==> config.mk <==
export PLATFORM = sky130hd
export DESIGN_NAME = multi_alarm_ctrl_flat
export DESIGN_NICKNAME = d
export VERILOG_FILES = /design/src/rtl/alarm_pkg.sv /design/src/rtl/multi_alarm_ctrl_if.sv /design/src/rtl/alarm_slot.sv /design/src/rtl/multi_alarm_ctrl.sv /design/src/flat_wrapper.sv
export SDC_FILE = /design/constraint.sdc
export NUM_CORES = 1
export LEC_CHECK = 0
export ABC_AREA = 1
export CAP_MARGIN = 5
export CORE_MARGIN = 1
export CORE_UTILIZATION = 61
export CTS_BUF_LIST = sky130_fd_sc_hd__clkbuf_16
export CTS_CLUSTER_SIZE = 20
export DETAILED_ROUTE_END_ITERATION = 16
export PLACE_DENSITY = 0.95
export SETUP_SLACK_MARGIN = 0.4
export SYNTH_ARGS = -nofsm -noshare
export SYNTH_HDL_FRONTEND = slang
export SYNTH_SLANG_ARGS = --single-unit
==> constraint.sdc <==
create_clock -name clk -period 2.7 [get_ports clk]
set_input_delay 0.54 -clock clk [delete_from_list [all_inputs] [get_ports clk]]
set_output_delay 0.54 -clock clk [all_outputs]
set_load 0.01 [all_outputs]
==> src/rtl/alarm_pkg.sv <==
// rtl/alarm_pkg.sv - shared types and time limits for the multi-slot alarm controller
package alarm_pkg;

  typedef enum logic [1:0] {
    IDLE   = 2'd0,
    RING   = 2'd1,
    SNOOZE = 2'd2
  } state_t;

  localparam logic [6:0] SEC_MAX  = 7'd59;
  localparam logic [6:0] MIN_MAX  = 7'd59;
  localparam logic [6:0] HOUR_MAX = 7'd23;

  typedef struct packed {
    logic [6:0] hour;
    logic [6:0] min;
    logic [6:0] sec;
  } hms_t;

  // True when the hh:mm:ss triple is a legal time of day.
  function automatic logic time_valid(input hms_t t);
    return (t.sec <= SEC_MAX) && (t.min <= MIN_MAX) && (t.hour <= HOUR_MAX);
  endfunction

endpackage

==> src/rtl/multi_alarm_ctrl_if.sv <==
// rtl/multi_alarm_ctrl_if.sv - slot write port from the key/UART setting path
interface multi_alarm_ctrl_if #(
  parameter int IDX_W = 2
);
  logic             wr_en;
  logic [IDX_W-1:0] wr_idx;
  logic [6:0]       wr_sec;
  logic [6:0]       wr_min;
  logic [6:0]       wr_hour;
  logic             wr_arm;
  logic             wr_err;

  modport master (
    output wr_en, wr_idx, wr_sec, wr_min, wr_hour, wr_arm,
    input  wr_err
  );

  modport slave (
    input  wr_en, wr_idx, wr_sec, wr_min, wr_hour, wr_arm,
    output wr_err
  );
endinterface

==> src/rtl/alarm_slot.sv <==
// rtl/alarm_slot.sv - one alarm slot: stored time, arm flag, write decode and comparator
module alarm_slot
  import alarm_pkg::*;
#(
  parameter int IDX_W = 2,
  parameter int SLOT  = 0
) (
  input  logic             clk,
  input  logic             reset,
  input  logic             wr_ok,
  input  logic [IDX_W-1:0] wr_idx,
  input  hms_t             wr_time,
  input  logic             wr_arm,
  input  hms_t             cur_time,
  input  logic             sec_tick,
  output logic             armed,
  output logic             match
);

  hms_t stored;
  logic sel;

  assign sel = wr_ok && (wr_idx == IDX_W'(SLOT));

  // Stored time and arm flag; updated only by a validated write addressed to this slot.
  always_ff @(posedge clk) begin
    if (reset) begin
      stored <= '0;
      armed  <= 1'b0;
    end else if (sel) begin
      stored <= wr_time;
      armed  <= wr_arm;
    end
  end

  // Compare uses the registered values, so a same-cycle write does not affect this tick.
  assign match = sec_tick && armed && (stored == cur_time);

endmodule

==> src/rtl/multi_alarm_ctrl.sv <==
// rtl/multi_alarm_ctrl.sv - N-slot alarm controller top; snooze built only with ALARM_SNOOZE_EN
module multi_alarm_ctrl #(
  parameter int N_ALARMS    = 4,
  parameter int IDX_W       = (N_ALARMS > 1) ? $clog2(N_ALARMS) : 1,
  parameter int RING_SECS   = 60,
  parameter int SNOOZE_SECS = 300,
  parameter int MAX_SNOOZE  = 3
) (
  input  logic                clk,
  input  logic                reset,
  input  logic                sec_tick,
  input  logic [6:0]          cur_sec,
  input  logic [6:0]          cur_min,
  input  logic [6:0]          cur_hour,
  multi_alarm_ctrl_if.slave   wr_bus,
  input  logic                stop,
  input  logic                snooze,
  output logic                music_out,
  output logic [IDX_W-1:0]    ring_idx,
  output logic                snoozing,
  output logic [N_ALARMS-1:0] armed,
  output logic [N_ALARMS-1:0] pending
);
  import alarm_pkg::*;

  localparam int RC_W = $clog2(RING_SECS + 1);
  localparam logic [RC_W-1:0] RING_LAST = RC_W'(RING_SECS - 1);

  state_t               state, state_next;
  hms_t                 cur_time, wr_time;
  logic                 wr_ok, grant, disarm_hit, snz_ok, snz_done;
  logic [N_ALARMS-1:0]  match_vec, clr;
  logic [IDX_W-1:0]     sel_idx;
  logic [RC_W-1:0]      ring_cnt;

  assign cur_time = {cur_hour, cur_min, cur_sec};
  assign wr_time  = {wr_bus.wr_hour, wr_bus.wr_min, wr_bus.wr_sec};
  assign wr_ok    = wr_bus.wr_en && (int'(wr_bus.wr_idx) < N_ALARMS) && time_valid(wr_time);

  for (genvar g = 0; g < N_ALARMS; g++) begin : g_slot
    alarm_slot #(.IDX_W(IDX_W), .SLOT(g)) u_slot (
      .clk      (clk),
      .reset    (reset),
      .wr_ok    (wr_ok),
      .wr_idx   (wr_bus.wr_idx),
      .wr_time  (wr_time),
      .wr_arm   (wr_bus.wr_arm),
      .cur_time (cur_time),
      .sec_tick (sec_tick),
      .armed    (armed[g]),
      .match    (match_vec[g])
    );
  end

  // Rejected writes report one cycle later.
  always_ff @(posedge clk) begin
    if (reset) wr_bus.wr_err <= 1'b0;
    else       wr_bus.wr_err <= wr_bus.wr_en && !wr_ok;
  end

  // Lowest-index pending slot wins.
  always_comb begin
    sel_idx = '0;
    for (int i = N_ALARMS - 1; i >= 0; i--) begin
      if (pending[i]) sel_idx = IDX_W'(i);
    end
  end

  assign grant      = (state == IDLE) && (|pending);
  assign disarm_hit = wr_ok && !wr_bus.wr_arm && (wr_bus.wr_idx == ring_idx) && (state != IDLE);

  // Pending bits to drop: the slot being granted, or the ringing slot being disarmed.
  always_comb begin
    clr = '0;
    for (int i = 0; i < N_ALARMS; i++) begin
      if (grant && (sel_idx == IDX_W'(i)))     clr[i] = 1'b1;
      if (disarm_hit && (ring_idx == IDX_W'(i))) clr[i] = 1'b1;
    end
  end

  // Matches accumulate without counting; clears win over a same-cycle re-match.
  always_ff @(posedge clk) begin
    if (reset) pending <= '0;
    else       pending <= (pending | match_vec) & ~clr;
  end

`ifdef ALARM_SNOOZE_EN
  localparam int SC_W = $clog2(SNOOZE_SECS + 1);
  localparam int SU_W = $clog2(MAX_SNOOZE + 1);
  localparam logic [SC_W-1:0] SNZ_LAST = SC_W'(SNOOZE_SECS - 1);

  logic [SC_W-1:0] snz_cnt;
  logic [SU_W-1:0] snz_used;

  assign snz_ok   = snooze && (snz_used < SU_W'(MAX_SNOOZE));
  assign snz_done = sec_tick && (snz_cnt == SNZ_LAST);

  // Snooze interval counter runs only while snoozing and saturates at its last value.
  always_ff @(posedge clk) begin
    if (reset || state != SNOOZE)                snz_cnt <= '0;
    else if (sec_tick && snz_cnt != SNZ_LAST)    snz_cnt <= snz_cnt + SC_W'(1);
  end

  // Snoozes used in the current ring event; reset whenever the controller is idle.
  always_ff @(posedge clk) begin
    if (reset || state == IDLE)                          snz_used <= '0;
    else if (state == RING && state_next == SNOOZE)      snz_used <= snz_used + SU_W'(1);
  end
`else
  logic unused_snz;
  assign unused_snz = snooze ^ (SNOOZE_SECS > 0) ^ (MAX_SNOOZE > 0);
  assign snz_ok     = 1'b0;
  assign snz_done   = 1'b0;
`endif

  // State register.
  always_ff @(posedge clk) begin
    if (reset) state <= IDLE;
    else       state <= state_next;
  end

  // Next state: stop > disarm of the ringing slot > snooze > timeout.
  always_comb begin
    state_next = state;
    case (state)
      IDLE:   if (|pending) state_next = RING;
      RING: begin
        if (stop || disarm_hit)                         state_next = IDLE;
        else if (snz_ok)                                state_next = SNOOZE;
        else if (sec_tick && ring_cnt == RING_LAST)     state_next = IDLE;
      end
      SNOOZE: begin
        if (stop || disarm_hit) state_next = IDLE;
        else if (snz_done)      state_next = RING;
      end
      default: state_next = IDLE;
    endcase
  end

  // Output decode from the current state.
  always_comb begin
    music_out = (state == RING);
`ifdef ALARM_SNOOZE_EN
    snoozing  = (state == SNOOZE);
`else
    snoozing  = 1'b0;
`endif
  end

  // Ring duration counter; zero outside RING so each (re)entry starts fresh.
  always_ff @(posedge clk) begin
    if (reset || state != RING)                  ring_cnt <= '0;
    else if (sec_tick && ring_cnt != RING_LAST)  ring_cnt <= ring_cnt + RC_W'(1);
  end

  // Ringing slot is latched at grant and held through snooze.
  always_ff @(posedge clk) begin
    if (reset)      ring_idx <= '0;
    else if (grant) ring_idx <= sel_idx;
  end

endmodule

==> src/flat_wrapper.sv <==
// flat-port wrapper written by rule: the top's interface ports become plain ports
module multi_alarm_ctrl_flat import alarm_pkg::*;
#(
  parameter int N_ALARMS    = 4,
  parameter int IDX_W       = (N_ALARMS > 1) ? $clog2(N_ALARMS) : 1,
  parameter int RING_SECS   = 60,
  parameter int SNOOZE_SECS = 300,
  parameter int MAX_SNOOZE  = 3
)
  (clk, reset, sec_tick, cur_sec, cur_min, cur_hour, stop, snooze, music_out, ring_idx, snoozing, armed, pending, wr_bus_wr_en, wr_bus_wr_idx, wr_bus_wr_sec, wr_bus_wr_min, wr_bus_wr_hour, wr_bus_wr_arm, wr_bus_wr_err);
  multi_alarm_ctrl_if #(.IDX_W(IDX_W)) wr_bus_i ();
  input  logic clk;
  input  logic reset;
  input  logic sec_tick;
  input  logic [6:0] cur_sec;
  input  logic [6:0] cur_min;
  input  logic [6:0] cur_hour;
  input  logic stop;
  input  logic snooze;
  output logic music_out;
  output logic [IDX_W-1:0] ring_idx;
  output logic snoozing;
  output logic [N_ALARMS-1:0] armed;
  output logic [N_ALARMS-1:0] pending;
  input wire logic [$bits(wr_bus_i.wr_en)-1:0] wr_bus_wr_en;
  input wire logic [$bits(wr_bus_i.wr_idx)-1:0] wr_bus_wr_idx;
  input wire logic [$bits(wr_bus_i.wr_sec)-1:0] wr_bus_wr_sec;
  input wire logic [$bits(wr_bus_i.wr_min)-1:0] wr_bus_wr_min;
  input wire logic [$bits(wr_bus_i.wr_hour)-1:0] wr_bus_wr_hour;
  input wire logic [$bits(wr_bus_i.wr_arm)-1:0] wr_bus_wr_arm;
  output wire logic [$bits(wr_bus_i.wr_err)-1:0] wr_bus_wr_err;
  assign wr_bus_i.wr_en = wr_bus_wr_en;
  assign wr_bus_i.wr_idx = wr_bus_wr_idx;
  assign wr_bus_i.wr_sec = wr_bus_wr_sec;
  assign wr_bus_i.wr_min = wr_bus_wr_min;
  assign wr_bus_i.wr_hour = wr_bus_wr_hour;
  assign wr_bus_i.wr_arm = wr_bus_wr_arm;
  assign wr_bus_wr_err = wr_bus_i.wr_err;
  multi_alarm_ctrl #(.N_ALARMS(N_ALARMS), .IDX_W(IDX_W), .RING_SECS(RING_SECS), .SNOOZE_SECS(SNOOZE_SECS), .MAX_SNOOZE(MAX_SNOOZE)) u_core (.clk(clk), .reset(reset), .sec_tick(sec_tick), .cur_sec(cur_sec), .cur_min(cur_min), .cur_hour(cur_hour), .wr_bus(wr_bus_i), .stop(stop), .snooze(snooze), .music_out(music_out), .ring_idx(ring_idx), .snoozing(snoozing), .armed(armed), .pending(pending));
endmodule
Routed clock nets over the placement:
Scale: 3 px per µm.
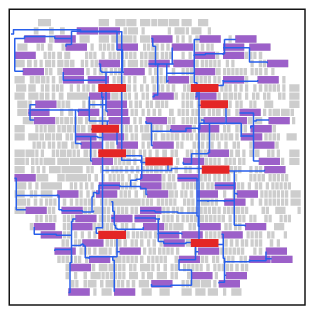
[clock wires] blue | length: 1140 µm
[cells driving clock nets] red | count: 9
[flip-flops] purple | count: 102
flops lie	all over the die
setup skew after layout: 0.005984 ns
power of the clock network: 1.31 mW
clock latency of the later-clocked register in the worst-skew pair: 0.34 ns
Clk network pwr share: 41.7%

Where the registers sit:
Scale: 3 px per µm.
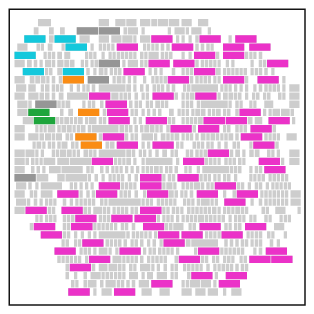
name in the netlist	colour	sequential cells
`u_core.g_slot.u_slot.stored`	magenta	84
`u_core.ring_cnt`	cyan	6
`u_core.pending`	orange	4
`u_core.ring_idx`	green	2
sequential group power: 1.51 mW
area occupied by registers: 2042 µm²
fraction of area in registers: 31.32%

==> results.toml <==
# generated from flow reports
[global_routing]
grt-ovfl-total = 0
vias_in_the_first_global_route = 5056
maximum_number_of_pins_on_one_net_before_global_route_repair = 44
global_route.usage.total_pct = 29.50

[placed_design]
gp_routability_congestion = 0.8979

[hold_path]
worst_hold_path_depth = 2
timing.hold.worst.start = "u_core.g_slot[3].u_slot.stored[6]"
hold_end = "u_core.g_slot[3].u_slot.stored[6]"

[logic_synthesis]
syn_avg_cell_area_um2 = 5.858
ys_seq_share_pct = 36.27
number_of_library_cell_types_mapped_by_synthesis = 25
syn-cell-area_um2 = 5629
most_common_cell = "nand2_1"
synth.area.top_cells = "dfxtp_1 36%, nand2_1 26%, nor2_1 15%"
synth.top_cells.by_count = "385 x nand2_1, 221 x nor2_1, 126 x inv_1, 102 x dfxtp_1, 20 x o21ai_0"

[floorplan]
dieWidth_um = 98.07
core_util_floorplan_pct = 63.62

[run_status]
outcome = "finished, violations left"
violations = "design-rule violations"

[worst_setup_path]
critical_path_at_ns = 2.24
cp-start-kind = "input port"
critical_path.max_fanout = 40
worstPathRequired_ns = 2.93

[power_and_ir_drop]
ir_worst_vdd_v = 0.0002995
power_leakage_nw = 2.914

[sta]
finalHoldViolCount = 0
setup_tns_ns = 0

[final_layout]
fin_nets = 1058
syn_to_final_growth_pct = 15.80
final_cell_area_um2 = 6519

[clocking]
cts-resized-gates = 0

[detailed_routing]
drc_errors = 3
drt_first_pass_iters = 12
initialDrtViolationCount = 380

[job]
tool_warnings = 27
Nets reached from selected ports:
Scale: 4 px per µm.
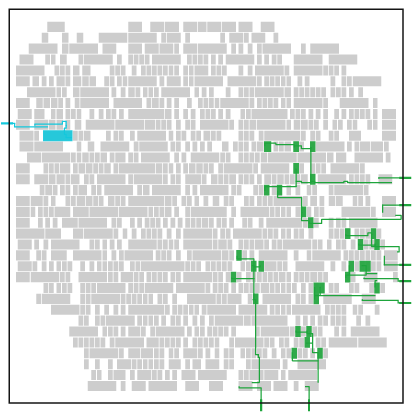
port	colour	direction	end cells	buffers	wire
`cur_min`	green	input	31	7	295 µm
`music_out`	cyan	output	1	1	25.2 µm
tally of buffers added on design ports: 61
count of boundary I/O pins: 64

-- stage by stage --
stage	std cells	power [mW]	setup WS, ns
floorplan	961	1.720	1.136
global placement	1103	1.848	0.4544
detailed placement	1103	1.853	0.4324
CTS	1119	3.135	0.7121
global route	1119	3.238	0.6107
finish	1119	3.133	0.6911
-- state kept, by name, indices dropped and copies added, names as in the netlist --
signal	flops
u_core.ring_idx	2
u_core.ring_cnt	6
u_core.g_slot.u_slot.armed	4
u_core.pending	4
u_core.wr_bus.wr_err	1
u_core.state	1
u_core.g_slot.u_slot.stored	84
-- routing by layer --
layer / global-route usage, % / up-vias
li1: - / 2911
met1: 36.53 / 2451
met2: 49.46 / 207
met3: 4.724 / 42
met4: 15.38 / 0
met5: 0 / -
-- final cells by class --
class	count	area, µm²
Sequential cell	102	2042
Tap cell	108	135.1
Fill cell	701	2330
Clock buffer	9	225.2
Timing Repair Buffer	68	725.7
Inverter	126	473.0
Multi-Input combinational cell	699	2848
Clock inverter	7	70.07
-- worst max-delay path by stage --
stage / start / endpoint / slack, ns / depth (start not counted)
3_3_place_gp: wr_bus_wr_min[4] / u_core.g_slot[0].u_slot.stored[5] / 0.45 / 10
6_report: wr_bus_wr_min[4] / u_core.g_slot[3].u_slot.stored[16] / 0.69 / 10
2_1_floorplan: wr_bus_wr_hour[6] / u_core.g_slot[2].u_slot.stored[11] / 1.14 / 9
4_1_cts: wr_bus_wr_min[4] / u_core.g_slot[3].u_slot.stored[16] / 0.71 / 10
5_1_grt: wr_bus_wr_min[5] / u_core.g_slot[3].u_slot.stored[16] / 0.61 / 10
3_5_place_dp: wr_bus_wr_min[4] / u_core.g_slot[3].u_slot.stored[7] / 0.43 / 10
-- power by group through the flow --
stage | logic (mW) | registers (mW) | clock network (mW)
2_1_floorplan | 0.171 | 1.55 | 0
3_3_place_gp | 0.299 | 1.55 | 0
3_5_place_dp | 0.303 | 1.55 | 0
4_1_cts | 0.309 | 1.51 | 1.31
5_1_grt | 0.347 | 1.51 | 1.38
6_report | 0.312 | 1.51 | 1.31
-- logic make-up (layout without fill, tap and decap cells) --
family,Yosys count,count (layout),share of synthesized area [%]
AND-OR/OR-AND,32,32,2.890
XOR/XNOR,9,9,1.400
adder cells (fa/ha/maj),1,1,0.2222
buffers and inverters,160,210,13.14
flip-flops,102,102,36.27
other,1,1,0.06662
AND/OR/NAND/NOR,656,656,46.01
-- worst register-to-register path, cell delays in order, from the launching register on --
cell	delay, ns
dfxtp_1	0.34
ha_1	0.25
nand3_1	0.14
nand2_1	0.10
inv_1	0.14
nand2_1	0.08
o21ai_0	0.16
a21oi_1	0.05
-- cells in the final DEF (no fill, tap or decap), drive strengths merged, types with 2 or more instances in the layout --
cell type and count:
xnor2 6, nor2 227, o21ai 20, nand4 8, or2 2, xor2 3
nor3 14, buf 7, nor3b 3, nand3 15, clkbuf 9, nand2 386
clkinv 3, inv 128, a21oi 11, clkdlybuf4s50 61, dfxtp 102
Power and IR drop assume default switching activity.
